`config.mk`:
```
export PLATFORM = sky130hd
export DESIGN_NAME = vga_fb_arbiter
export DESIGN_NICKNAME = d
export VERILOG_FILES = /design/src/rtl/vga_fb_arbiter.sv
export SDC_FILE = /design/constraint.sdc
export NUM_CORES = 1
export LEC_CHECK = 0
export ABC_CLOCK_PERIOD_IN_PS = 2750
export CAP_MARGIN = 40
export CORE_MARGIN = 2
export CORE_UTILIZATION = 49
export CTS_CLUSTER_SIZE = 40
export DETAILED_ROUTE_END_ITERATION = 6
export PLACE_DENSITY = 0.77
export REMOVE_ABC_BUFFERS = 1
export SYNTH_ARGS = -nofsm -noshare
export SYNTH_HDL_FRONTEND = slang
export SYNTH_SLANG_ARGS = --single-unit
```
`constraint.sdc`:
```
create_clock -name pixel_clock -period 2.75 [get_ports pixel_clock]
set_clock_uncertainty 0.2 [all_clocks]
set_input_delay 0.55 -clock pixel_clock [delete_from_list [all_inputs] [get_ports pixel_clock]]
set_output_delay 0.55 -clock pixel_clock [all_outputs]
set_load 0.01 [all_outputs]
```
`src/rtl/vga_fb_arbiter.sv`:
```
// Framebuffer port arbiter: one single-port RAM is shared between display prefetch
// (which has priority) and a pixel writer whose starvation is bounded.
module vga_fb_arbiter #(
    parameter int H_PIXELS    = 640,
    parameter int V_PIXELS    = 480,
    parameter int ADDR_W      = 19,
    parameter int FIFO_DEPTH  = 8,
    parameter int WR_MAX_WAIT = 16
) (
    input  logic              pixel_clock,
    input  logic              reset_n,
    input  logic              frame_start,
    input  logic              pix_pop,
    output logic [2:0]        pix_data,
    output logic              pix_valid,
    output logic              underrun,
    input  logic              wr_req,
    input  logic [ADDR_W-1:0] wr_addr,
    input  logic [2:0]        wr_data,
    output logic              wr_ack,
    output logic [ADDR_W-1:0] mem_addr,
    output logic              mem_we,
    output logic              mem_re,
    output logic [2:0]        mem_wdata,
    input  logic [2:0]        mem_rdata
);

    localparam int TOTAL  = H_PIXELS * V_PIXELS;
    localparam int PTR_W  = $clog2(FIFO_DEPTH);
    localparam int CNT_W  = PTR_W + 1;
    localparam int WAIT_W = $clog2(WR_MAX_WAIT + 1);
    localparam logic [ADDR_W-1:0] LAST_ADDR = ADDR_W'(TOTAL - 1);

    typedef enum logic [1:0] {
        S_WAIT_FRAME,
        S_ACTIVE,
        S_DONE
    } state_t;

    state_t            state, state_next;
    logic [ADDR_W-1:0] rd_addr;
    logic [ADDR_W-1:0] eff_addr;
    logic [2:0]        fifo_mem [FIFO_DEPTH];
    logic [PTR_W-1:0]  wr_ptr, rd_ptr;
    logic [CNT_W-1:0]  fifo_count;
    logic [CNT_W:0]    occupancy;
    logic              rdata_valid;
    logic [WAIT_W-1:0] wait_cnt;
    logic              disp_ok, wr_ok, grant_wr, issue_rd;
    logic              push, pop;

    always_ff @(posedge pixel_clock) begin
        if (!reset_n) state <= S_WAIT_FRAME;
        else          state <= state_next;
    end

    // NOTE: every signal gets a default before any branch so no latch can be inferred.
    always_comb begin
        state_next = state;
        eff_addr   = rd_addr;
        occupancy  = {1'b0, fifo_count} + (CNT_W+1)'(mem_re) + (CNT_W+1)'(rdata_valid);
        disp_ok    = 1'b0;
        wr_ok      = 1'b0;
        grant_wr   = 1'b0;
        issue_rd   = 1'b0;
        // A restart flushes the FIFO and drops in-flight data, so the fetch sees an empty pipe.
        if (frame_start) begin
            eff_addr   = '0;
            occupancy  = '0;
            state_next = S_ACTIVE;
        end
        disp_ok  = (frame_start || state == S_ACTIVE) && (occupancy < (CNT_W+1)'(FIFO_DEPTH));
        wr_ok    = wr_req && !wr_ack;
        grant_wr = wr_ok && ((wait_cnt >= WAIT_W'(WR_MAX_WAIT)) || !disp_ok);
        issue_rd = disp_ok && !grant_wr;
        if (issue_rd && eff_addr == LAST_ADDR) state_next = S_DONE;
    end

    assign push = rdata_valid && !frame_start;
    assign pop  = pix_pop && (fifo_count != '0);

    always_ff @(posedge pixel_clock) begin
        if (!reset_n) begin
            rd_addr     <= '0;
            wr_ptr      <= '0;
            rd_ptr      <= '0;
            fifo_count  <= '0;
            rdata_valid <= 1'b0;
            wait_cnt    <= '0;
            underrun    <= 1'b0;
            wr_ack      <= 1'b0;
            mem_we      <= 1'b0;
            mem_re      <= 1'b0;
            mem_addr    <= '0;
            mem_wdata   <= '0;
        end else begin
            // Data returning the cycle after a restart belongs to the old frame.
            rdata_valid <= mem_re && !frame_start;
            underrun    <= underrun | (pix_pop && fifo_count == '0);

            if (frame_start) begin
                wr_ptr     <= '0;
                rd_ptr     <= '0;
                fifo_count <= '0;
            end else begin
                if (push) wr_ptr <= wr_ptr + PTR_W'(1);
                if (pop)  rd_ptr <= rd_ptr + PTR_W'(1);
                unique case ({push, pop})
                    2'b10:   fifo_count <= fifo_count + CNT_W'(1);
                    2'b01:   fifo_count <= fifo_count - CNT_W'(1);
                    default: fifo_count <= fifo_count;
                endcase
            end

            if (!wr_req || grant_wr)
                wait_cnt <= '0;
            else if (wr_ok && wait_cnt < WAIT_W'(WR_MAX_WAIT))
                wait_cnt <= wait_cnt + WAIT_W'(1);

            wr_ack <= grant_wr;
            mem_we <= grant_wr;
            mem_re <= issue_rd;
            if (grant_wr) begin
                mem_addr  <= wr_addr;
                mem_wdata <= wr_data;
            end else if (issue_rd) begin
                mem_addr <= eff_addr;
            end

            // The address parks on the last pixel so it never runs past the frame.
            if (issue_rd)
                rd_addr <= (eff_addr == LAST_ADDR) ? eff_addr : eff_addr + ADDR_W'(1);
            else if (frame_start)
                rd_addr <= '0;
        end
    end

    // NOTE: FIFO storage is left unreset; pix_valid and pix_data gating hide stale entries.
    always_ff @(posedge pixel_clock) begin
        if (push) fifo_mem[wr_ptr] <= mem_rdata;
    end

    assign pix_valid = (fifo_count != '0);
    assign pix_data  = pix_valid ? fifo_mem[rd_ptr] : 3'b000;

endmodule

```
==> images/io_fan.png <==
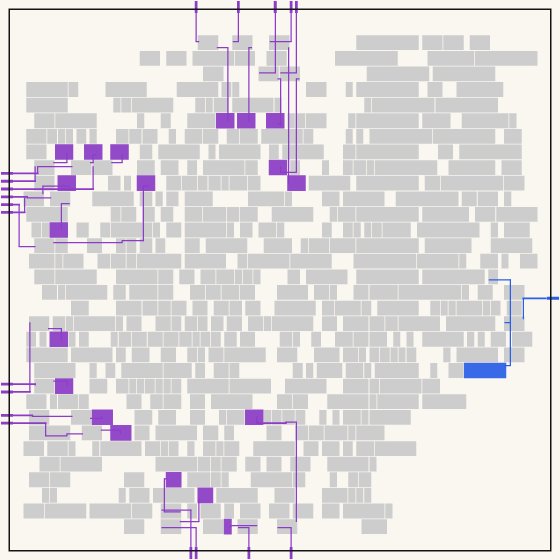
[blue] underrun | bits: 1 | direction: output | end cells: 1 | buffers: 1 | wire: 28.0 um
[purple] wr_addr | bits: 19 | direction: input | end cells: 19 | buffers: 19 | wire: 374 um
tally of buffers added on design ports: 59
I/O pin total: 60

==> images/placement.png <==
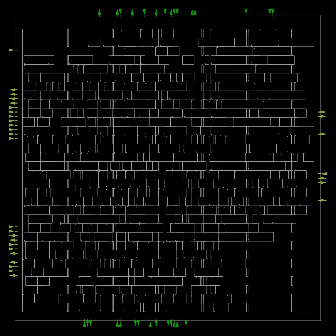
utilization after layout: 66.4%
final cell count without fillers: 598
number of fill cells in the layout: 622
core box area: 7810 sq um
Tapcell Cnt: 102

==> out/summary.json <==
{
  "die": {
    "die_area_sq_um": 8850,
    "std_cell_rows": 32,
    "fp.dieH_um": 94.1,
    "die_x_size_um": 94.1,
    "initial_utilization_pct": 50.9
  },
  "cts": {
    "cts-root-buf": "clkbuf_8",
    "worst_skew_late_latency_ns": 0.36,
    "tritoncts_buffers": 9,
    "cts-root-to-sink-buffers": 2,
    "clkSinkCount": 89,
    "cts_tree": "done",
    "hold_buffers": 0,
    "clk_pin_slew_worst_paths_ns": 0.09,
    "clock_tree.htree_level_count": 3
  },
  "synthesis": {
    "syn_inst": 396,
    "netlist.area_leader.share_pct": 32.7,
    "synth_async_sr_flop_share_pct": 0,
    "common_cells": "dfxtp_1 (65), nor2_1 (56), nand2_1 (27)",
    "synth-seq-cells": 89,
    "synth_cell_types": 56,
    "post-synth-top-count-cell": "dfxtp_1",
    "ys_warn_count": 0,
    "top_cells_by_area": "dfxtp_1 (33%), edfxtp_1 (18%), nor2_1 (5.3%)",
    "ys_seq_share_pct": 50.8,
    "post_synth.cell_area_avg_sq_um": 10.0,
    "synth-cells-yosys": 396,
    "synth_top_cell_by_area": "dfxtp_1",
    "ys_area_sq_um": 3980,
    "synth-edff-count": 24,
    "synthesis.area_sq_um": 3980,
    "yosys_most_used_dff": "dfxtp_1"
  },
  "final_timing": {
    "finalCriticalPeriod_ns": 2.70,
    "worst_pin_slew_ns": 0.601,
    "timing.final.setup_violations": 0,
    "layout_worst_path_cycle_share_pct": 98.1,
    "timing.max_slew.rel_slack_pct": 58.9,
    "final_tally_of_max_slew_violations": 0,
    "finalHoldViolCount": 0,
    "setup_ws_ns": 0.0530,
    "max_freq_mhz": 371
  },
  "power_and_ir_drop": {
    "power.share.switching_pct": 25.6,
    "power.ir.vdd_worst_mv": 0.334,
    "cell_internal_pwr_mw": 1.85,
    "netSwitchingPower_uw": 635,
    "power_frac_clock_pct": 34.0,
    "static-leakage-power_nw": 1.86,
    "seqPwrFrac_pct": 55.7,
    "power_per_cell_area_nw_per_um2": 479,
    "combPwrFrac_pct": 10.3
  },
  "global_routing": {
    "grt_antenna_before_repair": 0,
    "first_global_vias": 3295,
    "grt_max_degree": 26,
    "grt.total_usage_pct": 22.2,
    "wire_length_of_the_first_global_routing_pass_mm": 15.3,
    "global_route.overflow_total": 0
  },
  "place": {
    "dpl_worst_slack_ns": -0.347,
    "dpl-instance-area_sq_um": 4940,
    "place.detailed.hpwl_mm": 6.83,
    "gpl.final_weighted_congestion": 0.935
  },
  "detailed_routing": {
    "routed_via_density": 5.61,
    "remaining_drc_errors": 0,
    "detail_route.wl_per_cell_um": 15.5,
    "postRouteAntennaNets": 0,
    "detailedRoute.firstPassIterationCount": 5,
    "detail_route.iter0.violations": 214
  },
  "worst_setup_path": {
    "crit_path_top_delay_cell": "mux4_2",
    "critPathCaptureType": "output port",
    "cp_num_buf_inv": 1,
    "setup.worst_path.start_class": "flip-flop",
    "worst_ep_arrival_time_ns": 1.95,
    "path_class": "flip-flop to output port",
    "worst_path_dominant_cell_family": "multiplexers",
    "crit_chain": "mux4_2 -> mux2i_1 -> nor2_1 -> clkdlybuf4s50_1",
    "worst_ep_required_time_ns": 2.00,
    "critical_path_peak_fanout": 6,
    "max_stage_delay_ns": 0.50
  },
  "cells_and_area": {
    "post_route_cells_drive_above_1_share_pct": 15.9,
    "design.final.nets": 531,
    "area.growth.synth_to_final_pct": 30.3,
    "postLayoutCellArea_sq_um": 5180,
    "n_antenna_cell": 0
  },
  "worst_hold_path": {
    "min-delay-path-class": "flip-flop to flip-flop"
  },
  "flow_run": {
    "warnings": 27,
    "drv.max_cap_violation_count": 0
  },
  "outcome": {
    "status": "complete, no violations"
  }
}
==> images/flops_by_reg.png <==
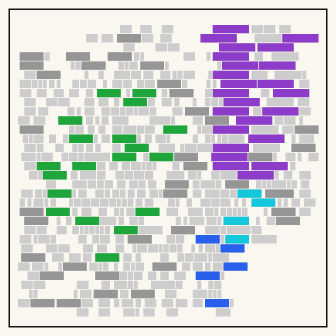
[cyan] fifo_count | placed flops: 4
[green] rd_addr | placed flops: 19
[blue] wait_cnt | placed flops: 5
[purple] fifo_mem | placed flops: 24
not colored: 37
area taken by flip-flops and latches: 2030 sq um
sequential fraction of total cell area: 39.1%
Seq power: 1.38 mW

==> images/layer_met3.png <==
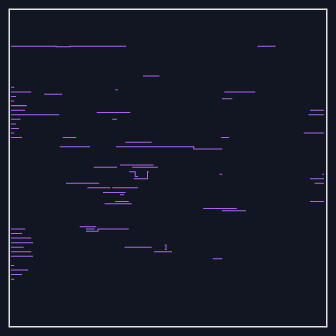
wire length on this layer: 364 um
longest straight run: 23.0 um
main direction: horizontal
nets with wire on the layer: 56
via total after detailed routing: 3352
grt met3 use: 3.85%
WL final: 9.30 mm

-- worst reg2reg max path: cells and delay by family, from the launching register on --
kind / cells / cell delay [ns]
AOI/OAI and AO/OA: 3 / 0.50
xor gates and xnor gates: 1 / 0.10
adders and majority gates: 2 / 0.47
buffers and inverters: 2 / 0.17
DFF: 1 / 0.36
and+or+nand+nor: 3 / 0.70
-- registers in the layout, summed over array words and instances (netlist names), named ones only --
name	flops
wait_cnt	5
wr_ptr	3
rd_ptr	3
mem_re	1
mem_addr	19
fifo_mem	24
state	2
mem_wdata	3
mem_we	1
rdata_valid	1
rd_addr	19
underrun	1
fifo_count	4
-- stage by stage --
| step | hold WS [ns] | setup TNS [ns] | std cells | power (mW) |
|---|---|---|---|---|
| final | 0.270 | 0 | 598 | 2.48 |
| after global routing | 0.283 | -0.0371 | 598 | 2.58 |
| after CTS | 0.270 | 0 | 595 | 2.49 |
| after detailed placement | 0.259 | -9.17 | 578 | 1.67 |
| after global placement | 0.250 | -7.23 | 578 | 1.66 |
| after floorplan | 0.248 | -0.0669 | 378 | 1.51 |
-- layer usage --
layer / wire length, um / up-vias / global-route usage, %
met1: 3940 / 1615 / 26.8
met3: 363 / 11 / 3.85
met4: 102 / 0 / 7.37
met2: 4890 / 91 / 39.8
li1: - / 1635 / -
met5: 0 / - / 0
-- repair_timing --
| item | 4_1_cts | 5_1_grt |
|---|---|---|
| resized | 3 | 6 |
| cloned | 0 | 0 |
| setup buffers | 1 | 3 |
| endpoints found under the setup margin | 3 | 23 |
| pin swaps | 0 | 0 |
-- final timing paths --
path,end,from,depth (start not counted),slack [ns]
setup / recovery,pix_data[2],flip-flop,4,0.05
hold / removal,state[1],state[1],2,0.27
setup reg to reg,fifo_count[3],fifo_count[3],11,0.18
hold reg to reg,state[1],state[1],2,0.27
-- cell usage in the layout (no fill, tap or decap), types with 10 or more instances in the layout --
master / netlist / routed
dfxtp_1: 65 / 63
nor2_1: 56 / 56
clkdlybuf4s50_1: 0 / 56
buf_4: 1 / 41
nand2_1: 27 / 27
a21oi_1: 26 / 26
edfxtp_1: 24 / 24
o21ai_0: 20 / 20
nor2b_1: 17 / 17
a221oi_1: 13 / 13
xnor2_1: 10 / 10
-- power by group through the flow --
stage | Combinational (mW) | Clock, mW | Sequential (mW)
6_report | 0.257 | 0.843 | 1.38
5_1_grt | 0.279 | 0.912 | 1.38
4_1_cts | 0.258 | 0.851 | 1.38
3_5_place_dp | 0.257 | 0 | 1.41
3_3_place_gp | 0.252 | 0 | 1.41
2_1_floorplan | 0.0878 | 0 | 1.42
-- logic make-up (layout without fill, tap and decap cells) --
group | count (synthesis) | count (layout) | synth area share [%]
simple gates | 153 | 153 | 19.6
fa+ha+maj | 10 | 10 | 3.33
buf+inv | 28 | 128 | 2.86
mux | 15 | 15 | 5.69
compound gates | 85 | 85 | 14.2
xor+xnor | 16 | 16 | 3.52
flops | 89 | 89 | 50.8
-- cell type report --
class                   instances  area, sq um  area share (%)
flip-flops and latches         89         2030            39.1
multi-input cells             279         1870            36.0
repair buffers                102          942            18.2
well taps                     102          128            2.46
clock buffers                   9          124            2.39
clock inverters                 7         58.8            1.13
inverters                      10         37.5           0.724
Power is estimated from default activity; no workload was simulated.
